==> src/rtl/frame_packetizer_pkg.sv <==
// Shared definitions for the frame packetizer: sync bytes, FSM state type, address-width helper.
// The CSUM state exists only when FRAME_PACKETIZER_CHECKSUM_EN is defined.
package frame_pkg;

   localparam logic [7:0] SYNC0_BYTE = 8'hAA;
   localparam logic [7:0] SYNC1_BYTE = 8'h55;

   typedef enum logic [2:0] {
      IDLE,
      SYNC0,
      SYNC1,
      SEQ,
      FETCH,
      LOAD,
      SEND
`ifdef FRAME_PACKETIZER_CHECKSUM_EN
      , CSUM
`endif
   } frame_state_t;

   // A one-entry bank still needs a one-bit address.
   function automatic int unsigned addr_width(input int unsigned n);
      return (n <= 1) ? 1 : $clog2(n);
   endfunction

endpackage

==> src/rtl/frame_packetizer_if.sv <==
// Byte stream from the packetizer to the UART transmitter (valid/ready).
interface frame_packetizer_if;
   logic [7:0] tx_data;
   logic       tx_valid;
   logic       tx_ready;

   modport master (output tx_data, output tx_valid, input tx_ready);
   modport slave  (input tx_data, input tx_valid, output tx_ready);
endinterface

==> src/rtl/frame_packetizer.sv <==
// Serializes a snapshot bank into a sync/seq/payload byte frame on a valid/ready stream.
// Define FRAME_PACKETIZER_CHECKSUM_EN to append a modulo-256 checksum byte.
module frame_packetizer
   import frame_pkg::*;
#(
   parameter int NUM_INPUTS      = 12,
   parameter int RESOLUTION      = 16,
   parameter int NUM_CORRELATORS = NUM_INPUTS * (NUM_INPUTS - 1) / 2,
   parameter int NUM_WORDS       = NUM_INPUTS + NUM_CORRELATORS
) (
   input  logic                                clk,
   input  logic                                reset,
   input  logic                                integration_clk_pulse,
   output logic [addr_width(NUM_WORDS)-1:0]    rd_addr,
   input  logic [RESOLUTION-1:0]               rd_data,
   frame_packetizer_if.master                  tx,
   output logic                                busy,
   output logic                                overrun
);

   localparam int AW    = addr_width(NUM_WORDS);
   localparam int BYTES = RESOLUTION / 8;
   localparam int BCW   = addr_width(BYTES);
   localparam logic [AW-1:0]  LAST_ADDR     = AW'(NUM_WORDS - 1);
   localparam logic [BCW-1:0] BYTE_CNT_INIT = BCW'(BYTES - 1);

   frame_state_t          state_q, state_d;
   logic [7:0]            seq_q, seq_d;
   logic [AW-1:0]         rd_addr_q, rd_addr_d;
   logic [RESOLUTION-1:0] shift_q, shift_d;
   logic [BCW-1:0]        byte_cnt_q, byte_cnt_d;
   logic [7:0]            tx_data_q, tx_data_d;
   logic                  tx_valid_q, tx_valid_d;
   logic                  busy_q, busy_d;
   logic                  overrun_q, overrun_d;
`ifdef FRAME_PACKETIZER_CHECKSUM_EN
   logic [7:0]            csum_q, csum_d;
`endif

   logic xfer;
   logic start;

   assign xfer = tx_valid_q && tx.tx_ready;

   always_comb begin
      state_d    = state_q;
      seq_d      = seq_q;
      rd_addr_d  = rd_addr_q;
      shift_d    = shift_q;
      byte_cnt_d = byte_cnt_q;
      tx_data_d  = tx_data_q;
      tx_valid_d = tx_valid_q;
      busy_d     = busy_q;
      overrun_d  = 1'b0;
      start      = 1'b0;
`ifdef FRAME_PACKETIZER_CHECKSUM_EN
      csum_d     = csum_q;
`endif

      case (state_q)
         IDLE: begin
            start = integration_clk_pulse;
         end
         SYNC0: begin
            if (xfer) begin
               state_d   = SYNC1;
               tx_data_d = SYNC1_BYTE;
            end
         end
         SYNC1: begin
            if (xfer) begin
               state_d   = SEQ;
               tx_data_d = seq_q;
`ifdef FRAME_PACKETIZER_CHECKSUM_EN
               csum_d    = seq_q;
`endif
            end
         end
         SEQ: begin
            if (xfer) begin
               state_d    = FETCH;
               tx_valid_d = 1'b0;
               rd_addr_d  = '0;
               seq_d      = seq_q + 8'd1;
            end
         end
         FETCH: begin
            state_d = LOAD;
         end
         LOAD: begin
            // First byte goes straight to the output register; the rest wait in the shifter.
            state_d    = SEND;
            tx_valid_d = 1'b1;
            tx_data_d  = rd_data[RESOLUTION-1 -: 8];
            shift_d    = rd_data << 8;
            byte_cnt_d = BYTE_CNT_INIT;
         end
         SEND: begin
            if (xfer) begin
`ifdef FRAME_PACKETIZER_CHECKSUM_EN
               csum_d = csum_q + tx_data_q;
`endif
               if (byte_cnt_q != '0) begin
                  tx_data_d  = shift_q[RESOLUTION-1 -: 8];
                  shift_d    = shift_q << 8;
                  byte_cnt_d = byte_cnt_q - BCW'(1);
               end else if (rd_addr_q != LAST_ADDR) begin
                  state_d    = FETCH;
                  tx_valid_d = 1'b0;
                  rd_addr_d  = rd_addr_q + AW'(1);
               end else begin
`ifdef FRAME_PACKETIZER_CHECKSUM_EN
                  state_d   = CSUM;
                  tx_data_d = csum_q + tx_data_q;
`else
                  state_d    = IDLE;
                  tx_valid_d = 1'b0;
                  busy_d     = 1'b0;
                  start      = integration_clk_pulse;
`endif
               end
            end
         end
`ifdef FRAME_PACKETIZER_CHECKSUM_EN
         CSUM: begin
            if (xfer) begin
               state_d    = IDLE;
               tx_valid_d = 1'b0;
               busy_d     = 1'b0;
               start      = integration_clk_pulse;
            end
         end
`endif
         default: begin
            state_d = IDLE;
         end
      endcase

      // A strobe on the final transfer chains straight into the next frame.
      if (start) begin
         state_d    = SYNC0;
         tx_valid_d = 1'b1;
         tx_data_d  = SYNC0_BYTE;
         busy_d     = 1'b1;
      end else if (integration_clk_pulse && busy_q) begin
         overrun_d = 1'b1;
      end
   end

   always_ff @(posedge clk or posedge reset) begin
      if (reset) begin
         state_q    <= IDLE;
         seq_q      <= '0;
         rd_addr_q  <= '0;
         shift_q    <= '0;
         byte_cnt_q <= '0;
         tx_data_q  <= '0;
         tx_valid_q <= 1'b0;
         busy_q     <= 1'b0;
         overrun_q  <= 1'b0;
`ifdef FRAME_PACKETIZER_CHECKSUM_EN
         csum_q     <= '0;
`endif
      end else begin
         state_q    <= state_d;
         seq_q      <= seq_d;
         rd_addr_q  <= rd_addr_d;
         shift_q    <= shift_d;
         byte_cnt_q <= byte_cnt_d;
         tx_data_q  <= tx_data_d;
         tx_valid_q <= tx_valid_d;
         busy_q     <= busy_d;
         overrun_q  <= overrun_d;
`ifdef FRAME_PACKETIZER_CHECKSUM_EN
         csum_q     <= csum_d;
`endif
      end
   end

   assign rd_addr     = rd_addr_q;
   assign tx.tx_data  = tx_data_q;
   assign tx.tx_valid = tx_valid_q;
   assign busy        = busy_q;
   assign overrun     = overrun_q;

endmodule

==> src/flat_wrapper.sv <==
// flat-port wrapper written by rule: the top's interface ports become plain ports
module frame_packetizer_flat import frame_pkg::*;
#(
   parameter int NUM_INPUTS      = 12,
   parameter int RESOLUTION      = 16,
   parameter int NUM_CORRELATORS = NUM_INPUTS * (NUM_INPUTS - 1) / 2,
   parameter int NUM_WORDS       = NUM_INPUTS + NUM_CORRELATORS
)
  (clk, reset, integration_clk_pulse, rd_addr, rd_data, busy, overrun, tx_tx_data, tx_tx_valid, tx_tx_ready);
  frame_packetizer_if tx_i ();
  input  logic clk;
  input  logic reset;
  input  logic integration_clk_pulse;
  output logic [addr_width(NUM_WORDS)-1:0] rd_addr;
  input  logic [RESOLUTION-1:0] rd_data;
  output logic busy;
  output logic overrun;
  output wire logic [$bits(tx_i.tx_data)-1:0] tx_tx_data;
  output wire logic [$bits(tx_i.tx_valid)-1:0] tx_tx_valid;
  input wire logic [$bits(tx_i.tx_ready)-1:0] tx_tx_ready;
  assign tx_tx_data = tx_i.tx_data;
  assign tx_tx_valid = tx_i.tx_valid;
  assign tx_i.tx_ready = tx_tx_ready;
  frame_packetizer #(.NUM_INPUTS(NUM_INPUTS), .RESOLUTION(RESOLUTION), .NUM_CORRELATORS(NUM_CORRELATORS), .NUM_WORDS(NUM_WORDS)) u_core (.clk(clk), .reset(reset), .integration_clk_pulse(integration_clk_pulse), .rd_addr(rd_addr), .rd_data(rd_data), .tx(tx_i), .busy(busy), .overrun(overrun));
endmodule
==> config.mk <==
export PLATFORM = sky130hd
export DESIGN_NAME = frame_packetizer_flat
export DESIGN_NICKNAME = d
export VERILOG_FILES = /design/src/rtl/frame_packetizer_pkg.sv /design/src/rtl/frame_packetizer_if.sv /design/src/rtl/frame_packetizer.sv /design/src/flat_wrapper.sv
export SDC_FILE = /design/constraint.sdc
export NUM_CORES = 1
export LEC_CHECK = 0
export ABC_AREA = 1
export ABC_CLOCK_PERIOD_IN_PS = 1700
export CORE_MARGIN = 5
export CORE_UTILIZATION = 35
export CTS_BUF_LIST = sky130_fd_sc_hd__clkbuf_8
export CTS_CLUSTER_DIAMETER = 30
export DETAILED_ROUTE_END_ITERATION = 7
export SYNTH_ARGS = -nofsm -noshare
export SYNTH_HDL_FRONTEND = slang
export SYNTH_SLANG_ARGS = --single-unit
export TNS_END_PERCENT = 30
==> constraint.sdc <==
create_clock -name clk -period 1.7 [get_ports clk]
set_input_delay 0.255 -clock clk [delete_from_list [all_inputs] [get_ports clk]]
set_output_delay 0.255 -clock clk [all_outputs]
set_load 0.03 [all_outputs]
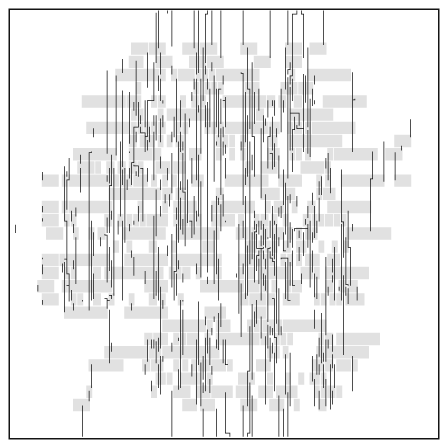
**Above:** run 1 (metal 2).
- longest straight run: 35.0 um
- nets with wire on the layer: 273
- main direction: vertical
- wire length on this layer: 2500 um
Routed Wire Length: 5310 um
vias after detailed routing: 1954
GR met2 Demand/Resource: 23.3%

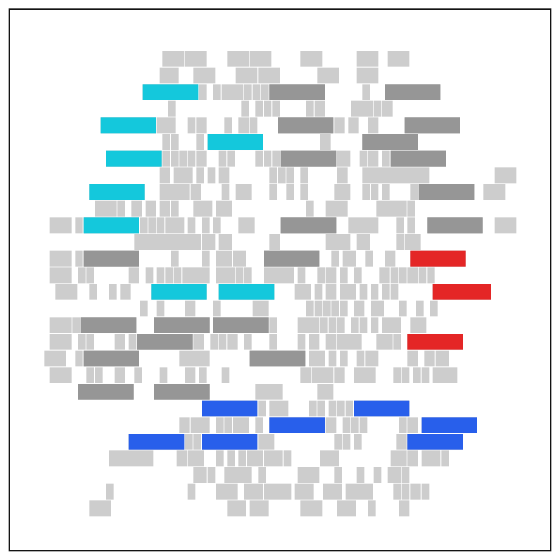
**Above:** run 1 (where the registers sit).
- `u_core.rd_addr`: blue (sequential cells 7)
- `u_core.state_q`: red (sequential cells 3)
- `u_core.seq_q`: cyan (sequential cells 8)
- not colored: 20
power in sequential cells: 1.46 mW
area of all sequential standard cells: 952 um^2
utilization of the core after routing: 47.9%
fraction of area in registers: 33.6%

==> job_summary.md, run 1 <==
### Yosys + OpenROAD results

| Metric | Value |
|---|---|
| Status | `finished clean` |
| Router iterations before antenna repair | `4` |
| Critical-path top delay cell | `sky130_fd_sc_hd__clkdlybuf4s50_1` |
| Required time worst endpoint | `around 1.4 ns` |
| Number of buffer and inverter stages on the critical path | `1` |
| Net count after synthesis | `approximately 310` |
| Leakage power | `about 1.5 nW` |
| Core area | `between 0.005 and 0.006 mm^2` |
| Worst setup slack after layout | `~0.052 ns` |
| Count of endpoints failing setup in the final report | `0` |
| Placed inst area | `0.00268 mm^2` |
| Dominant class by area | `multi-input combinational cells` |
| Layout cell share with drive strength beyond 1 | `12.2%` |
| Category of cells accounting for the largest share of critical-path delay | `buffers and inverters` |
| Top achievable clock speed | `around 600 MHz` |
| Height of the die | `a little under 90 um` |
| Portion of the post-synthesis area used by sequential elements | `about 44%` |
| Maximum number of pins on one net before global-route repair | `39` |
| Clock-pin slew on the worst setup and hold paths | `0.08 ns` |
| Horizontal die dimension | `just under 90 um` |
| Capture instance of the worst register-to-register path | `u_core.tx.tx_data[0]` |
| Antenna violations before repair | `0` |
| Post-detailed-route DRC marker count | `0` |
| Clock skew after layout | `0.00983 ns` |
| Tool Warnings | `27` |
| Yosys cell count | `between 200 and 300` |
| Max-area cell share | `between 40 and 50%` |
| Via/cell ratio | `roughly 4.7` |
| Area fraction of clock buffers and clock inverters | `4.85%` |
| Tally of unique sky130hd cells used after synthesis | `24` |
| Warnings from Yosys | `0` |
| Aggregate global-route resource usage | `15.0%` |
| Buffers inserted during post-CTS setup optimization | `0` |
| Chip area line of the yosys report | `~0.0021 mm^2` |
| Final critical path time including I/O delays and setup | `roughly 1.6 ns` |
| FF-to-FF Start | `u_core.state_q[1]` |
| Flip-flop and latch count | `38` |
| Layout multi-input combinational cell count | `219` |
| Sort of element at the end of the critical path | `output port` |
| Number of buffers between clock root and the deepest sink | `2` |
| Pwr per Cell Area | `roughly 1600 mW/mm^2` |
| Worst min-delay path category | `input pin to async pin` |
| Comb/total area | `between 30 and 40%` |
| Setup crit start kind | `flip-flop` |
| Area Growth Syn to Fin | `32.4%` |
| Stages on worst setup path | `1` |
| Number of pins exceeding their max-slew limit in the final report | `0` |
| Diodes inserted | `0` |
| Number of global-route vias before repair | `just under 2000` |
| TritonCTS clock tree | `built` |
| Clock sink count | `38` |
| Classification of the worst setup path | `flip-flop to output port` |
| Most instantiated logic cells after routing | `sky130_fd_sc_hd__nand2_1 (107), sky130_fd_sc_hd__dfrtp_1 (37), sky130_fd_sc_hd__clkdlybuf4s50_1 (30), sky130_fd_sc_hd__nor2_1 (28)` |
| Post-synthesis cell area | `between 0.002 and 0.0025 mm^2` |
| Global-route congestion overflow total | `0` |
| Slew at the pin with the worst max-slew slack | `0.389 ns` |
| Met1 track demand over resource in global routing | `between 20 and 25%` |
| Initial cell density of the core | `between 30% and 40%` |
| Wire length of the first global-routing pass | `between 8000 and 9000 um` |
| Area of the die | `approximately 0.0078 mm^2` |
| Final cell count without fillers | `419` |
| Biggest area consumer among synthesized cells | `sky130_fd_sc_hd__dfrtp_1` |
| Non-clock buffer area fraction after layout | `17.2%` |
| Yosys reg bits | `38` |
| Most Crowded Layer GR | `met2` |
| Post-layout instance area | `about 0.0028 mm^2` |
| CP arrival | `approximately 1.4 ns` |
| Number of routed nets with antenna violations | `0` |
| Metal3 WL | `roughly 210 um` |
| Count of hold-fix buffers inserted at cts | `0` |
| Max rail drop VDD | `about 580 uV` |
| Worst path cell trace | `clkdlybuf4s50_1` |
| Tally of filler cells in the layout | `between 600 and 700` |
| Metal1 wirelength | `between 2000 and 2500 um` |
| Clock buffers created by TritonCTS | `5` |
| Final estimated routing congestion in global placement | `0.870` |
| Uppermost metal layer occupied by signal nets | `met4` |
| Count of inverters not on the clock network in the layout | `28` |
| CTS HTree Levels | `2` |
| Combinational Area | `0.00106 mm^2` |
| DRT iter0 DRCs | `between 50 and 60` |
| Latest clock arrival within the worst-skew pair | `~0.29 ns` |
| Root cell of the clock tree | `sky130_fd_sc_hd__clkbuf_8` |
| Synthesized netlist cell count | `around 290` |
| HPWL reported at the end of detailed placement | `roughly 4000 um` |
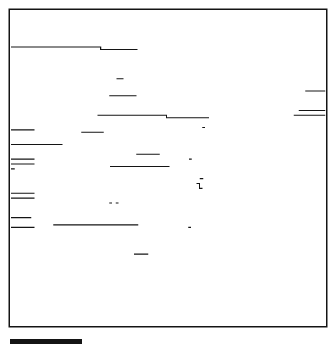
**Above:** run 1 (the metal 3 layer).
Bar = 20 um.
- main direction: horizontal
- wire length on this layer: 215 um
fraction of met3 tracks used by global routing: 3.82%

run 1: timing repair:
item | in CTS | in global routing
gates resized | 6 | 7
gates cloned | 0 | 0
pin swaps | 0 | 0
hold endpoints to repair | 0 | 0
endpoints found under the setup margin | 7 | 19
run 1: how the worst max path moves through the flow:
stage	from	end
floorplan	u_core.rd_addr[0]	u_core.tx.tx_data[2]
global placement	tx_tx_ready	u_core.tx.tx_data[4]
detailed placement	tx_tx_ready	u_core.tx.tx_data[2]
CTS	u_core.rd_addr[1]	rd_addr[1]
global route	u_core.state_q[1]	u_core.tx.tx_data[2]
finish	u_core.tx.tx_valid	tx_tx_valid
run 1: cell families (layout without fill, tap and decap cells):
logic type               after synthesis  count (layout)  synth area share (%)
flip-flops                            38              38                  44.4
AND/OR/NAND/NOR                      180             180                  35.7
adder cells (fa/ha/maj)                3               3                  1.75
AND-OR/OR-AND                         28              28                  7.83
buffers and inverters                 34              87                  7.01
XOR/XNOR                               8               8                  3.27
run 1: report_power, final:
part / switching [mW] / total (mW) / internal, mW
clock network: 0.344 / 0.932 / 0.588
logic: 1.34 / 2.14 / 0.796
registers: 0.242 / 1.46 / 1.22
run 1: metrics by stage:
step / setup TNS (ns) / power [mW] / hold slack [ns] / utilization, %
finish: 0 / 4.53 / 0.304 / 47.9
global route: -0.0222 / 4.90 / 0.327 / 47.9
global placement: -0.116 / 3.56 / 0.486 / 45.2
CTS: 0 / 4.52 / 0.316 / 47.5
floorplan: 0 / 2.84 / 0.372 / -
detailed placement: -0.648 / 3.58 / 0.488 / 45.2
run 1: synth_stat cells, drive strengths merged:
cell type	n
nand2	112
inv	28
dfrtp	38
nand4	3
ha	3
nand3	31
o211ai	3
xnor2	3
o21ai	21
o21bai	2
nor2	33
a21oi	2
xor2	5
and3	1
buf	6
==> run 1 -> run 2 <==
--- a/config.mk
+++ b/config.mk
@@ -12,6 +12,7 @@
 export CTS_BUF_LIST = sky130_fd_sc_hd__clkbuf_8
 export CTS_CLUSTER_DIAMETER = 30
 export DETAILED_ROUTE_END_ITERATION = 7
+export HOLD_SLACK_MARGIN = 0.05
 export SYNTH_ARGS = -nofsm -noshare
 export SYNTH_HDL_FRONTEND = slang
 export SYNTH_SLANG_ARGS = --single-unit
==> job_summary.md, run 2 <==
### Yosys + OpenROAD results

| Metric | Value |
|---|---|
| Status | `finished clean (unchanged)` |
| Combinational family with the most area after synthesis | `simple AND/OR/NAND/NOR gates (unchanged)` |
| Global-route congestion overflow total | `0 (unchanged)` |
| Area of the die | `0.00778 mm^2 (unchanged)` |
| GR met2 Demand/Resource | `23.3% (unchanged)` |
| Utilization of the core after routing | `47.9% (unchanged)` |
| Synthesized netlist cell count | `291 (unchanged)` |
| Commonest cells in the netlist | `sky130_fd_sc_hd__nand2_1 (108), sky130_fd_sc_hd__dfrtp_1 (38), sky130_fd_sc_hd__nand3_1 (29), sky130_fd_sc_hd__nor2_1 (29), sky130_fd_sc_hd__inv_1 (27) (unchanged)` |
| Core area | `0.00592 mm^2 (unchanged)` |
| Wire length of the first global-routing pass | `8970 um (unchanged)` |
| Critical-path top delay cell | `sky130_fd_sc_hd__clkdlybuf4s50_1 (unchanged)` |
| Top achievable clock speed | `607 MHz (unchanged)` |
| HPWL reported at the end of detailed placement | `4030 um (unchanged)` |
| Clock skew after layout | `0.00983 ns (unchanged)` |
| Count of endpoints failing setup in the final report | `0 (unchanged)` |
| Most instantiated logic cells after routing | `sky130_fd_sc_hd__nand2_1 (107), sky130_fd_sc_hd__dfrtp_1 (37), sky130_fd_sc_hd__clkdlybuf4s50_1 (30), sky130_fd_sc_hd__nor2_1 (28) (unchanged)` |
| Area of all sequential standard cells | `952 um^2 (unchanged)` |
| Number of global-route vias before repair | `1928 (unchanged)` |
| Number of buffers between clock root and the deepest sink | `2 (unchanged)` |
| Leakage power | `1.46 nW (unchanged)` |
| Height of the die | `88.2 um (unchanged)` |
| Antenna violations before repair | `0 (unchanged)` |
| Yosys cell count | `291 (unchanged)` |
| Number of pins exceeding their max-slew limit in the final report | `0 (unchanged)` |
| Crit-path max FO | `3 (unchanged)` |
| Uppermost metal layer occupied by signal nets | `met4 (unchanged)` |
| Combinational Area | `0.00106 mm^2 (unchanged)` |
| Initial cell density of the core | `36.2% (unchanged)` |
| Via/cell ratio | `4.66 (unchanged)` |
| Pwr per Cell Area | `1600 mW/mm^2 (unchanged)` |
| Horizontal die dimension | `88.2 um (unchanged)` |
| Layout cell share with drive strength beyond 1 | `12.2% (unchanged)` |
| Sort of element at the end of the critical path | `output port (unchanged)` |
| Portion of the post-synthesis area used by sequential elements | `44.4% (unchanged)` |
| Fraction of met3 tracks used by global routing | `3.82% (unchanged)` |
| Biggest area consumer among synthesized cells | `sky130_fd_sc_hd__dfrtp_1 (unchanged)` |
| Tool Warnings | `27 (unchanged)` |
| Tally of filler cells in the layout | `618 (unchanged)` |
| Number of routed nets with antenna violations | `0 (unchanged)` |
| Stages on worst setup path | `1 (unchanged)` |
| Root cell of the clock tree | `sky130_fd_sc_hd__clkbuf_8 (unchanged)` |
| Final critical path time including I/O delays and setup | `1.65 ns (unchanged)` |
| Router iterations before antenna repair | `4 (unchanged)` |
| Vias after detailed routing | `1954 (unchanged)` |
| Max-area cell share | `44.4% (unchanged)` |
| Worst setup slack after layout | `0.0516 ns (unchanged)` |
| Diodes inserted | `0 (unchanged)` |
| Portion of netlist area occupied by mux cells | `0% (unchanged)` |
| Net count after synthesis | `314 (unchanged)` |
| Required time worst endpoint | `1.44 ns (about the same)` |
| Warnings from Yosys | `0 (unchanged)` |
| Metal3 WL | `214 um (unchanged)` |
| Post-detailed-route DRC marker count | `0 (unchanged)` |
| Leading cell type by number of instances after synthesis | `sky130_fd_sc_hd__nand2_1 (unchanged)` |
| Aggregate global-route resource usage | `15.0% (unchanged)` |
| TritonCTS clock tree | `built (unchanged)` |
| Clock buffers created by TritonCTS | `5 (unchanged)` |
| Most Crowded Layer GR | `met2 (unchanged)` |
| Worst min-delay path category | `input pin to async pin (unchanged)` |
| Simple-gate share of the synthesized area | `35.7% (unchanged)` |
| CP arrival | `1.39 ns (about the same)` |
| XORs/XNORs by Area | `3.27% (unchanged)` |
| Worst hold slack | `0.304 ns (unchanged)` |
| Latest clock arrival within the worst-skew pair | `0.29 ns (about the same)` |
| Number of enable flip-flop cells | `0 (unchanged)` |
| CTS HTree Levels | `2 (unchanged)` |
| DRT iter0 DRCs | `55 (unchanged)` |
| Setup crit start kind | `flip-flop (unchanged)` |
| Maximum number of pins on one net before global-route repair | `39 (unchanged)` |
| Final estimated routing congestion in global placement | `0.870 (unchanged)` |
| Post-synthesis share of cell area spent on full adders, half adders and majority gates | `1.75% (unchanged)` |
| Tally of unique sky130hd cells used after synthesis | `24 (unchanged)` |
| Clock-pin slew on the worst setup and hold paths | `0.08 ns (about the same)` |
| Slew at the pin with the worst max-slew slack | `0.389 ns (unchanged)` |
| Most instantiated flip-flop cell in the synthesis netlist | `sky130_fd_sc_hd__dfrtp_1 (unchanged)` |
| Buffers inserted during post-CTS setup optimization | `0 (unchanged)` |
| Worst path cell trace | `clkdlybuf4s50_1 (unchanged)` |
| Yosys reg bits | `38 (unchanged)` |
| Met1 track demand over resource in global routing | `20.2% (unchanged)` |
| Compound-gate portion of the synthesized area | `7.83% (unchanged)` |
| Classification of the worst setup path | `flip-flop to output port (unchanged)` |
| Max rail drop VDD | `578 uV (unchanged)` |
| Clock sink count | `38 (unchanged)` |
| Routed Wire Length | `5310 um (unchanged)` |
| Metal1 wirelength | `2480 um (unchanged)` |
| Ys async rst share | `100% (unchanged)` |
| Number of buffer and inverter stages on the critical path | `1 (unchanged)` |
| Post-synthesis cell area | `0.00214 mm^2 (unchanged)` |
| Chip area line of the yosys report | `0.00214 mm^2 (unchanged)` |
[run 2: layout make-up]
type / count / share of cell area, %
Sequential cell: 38 / 33.6
Timing Repair Buffer: 51 / 17.2
Inverter: 28 / 3.71
Clock buffer: 5 / 2.43
Tap cell: 75 / 3.31
Clock inverter: 3 / 2.43
Multi-Input combinational cell: 219 / 37.4
[run 2: path summary, 6_finish.rpt]
check,slack (ns),to,from
min reg2reg,0.50,u_core.shift_q[13],u_core.shift_q[13]
max,0.05,tx_tx_valid,u_core.tx.tx_valid
max in group asynchronous,1.18,u_core.state_q[1],reset
min,0.30,u_core.rd_addr[5],reset
min in group clk,0.49,u_core.shift_q[14],rd_data[6]
max reg2reg,0.12,u_core.tx.tx_data[0],u_core.state_q[1]
[run 2: where the power goes]
| part | leakage (nW) | switching [mW] | total [mW] | internal [mW] |
|---|---|---|---|---|
| logic | 0.911 | 1.34 | 2.14 | 0.796 |
| clock network | 0.0683 | 0.344 | 0.932 | 0.588 |
| registers | 0.481 | 0.242 | 1.46 | 1.22 |
| total | 1.46 | 1.93 | 4.53 | 2.60 |
[run 2: through the flow]
| stage | power (mW) | cells | cell area [um^2] | setup TNS, ns |
|---|---|---|---|---|
| finish | 4.53 | 419 | 2840 | 0 |
| global route | 4.90 | 419 | 2840 | -0.0222 |
| CTS | 4.52 | 419 | 2810 | 0 |
| detailed placement | 3.58 | 411 | 2680 | -0.648 |
| global placement | 3.56 | 411 | 2680 | -0.116 |
| floorplan | 2.84 | 291 | 2140 | 0 |
[run 2: repair_timing]
item                                    CTS  global route
gates cloned                              0             0
resized                                   6             7
hold buffers                              0             0
endpoints found under the setup margin    7            19
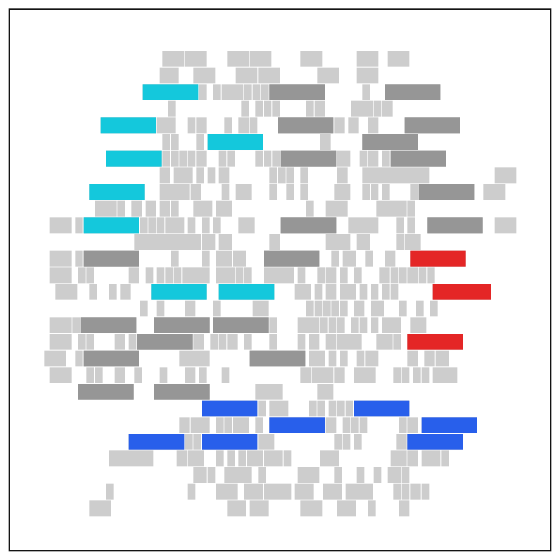
**Above:** run 2 (where the registers sit).
- `u_core.seq_q`: cyan (sequential cells 8)
- `u_core.rd_addr`: blue (sequential cells 7)
- `u_core.state_q`: red (sequential cells 3)

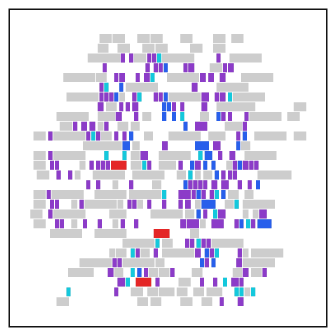
**Above:** run 2 (logic cells by family).
- NOR gates: blue (cells 33; most used nor2_1)
- adder and majority cells: red (cells 3; most used ha_1)
- NAND gates: purple (cells 146; most used nand2_1)
- inverters: cyan (cells 28; most used inv_1)
most common cell after layout, fill and taps aside: sky130_fd_sc_hd__nand2_1
Comb/total area: 37.4%
final cell count without fillers: 419

Power is estimated from default activity; no workload was simulated.
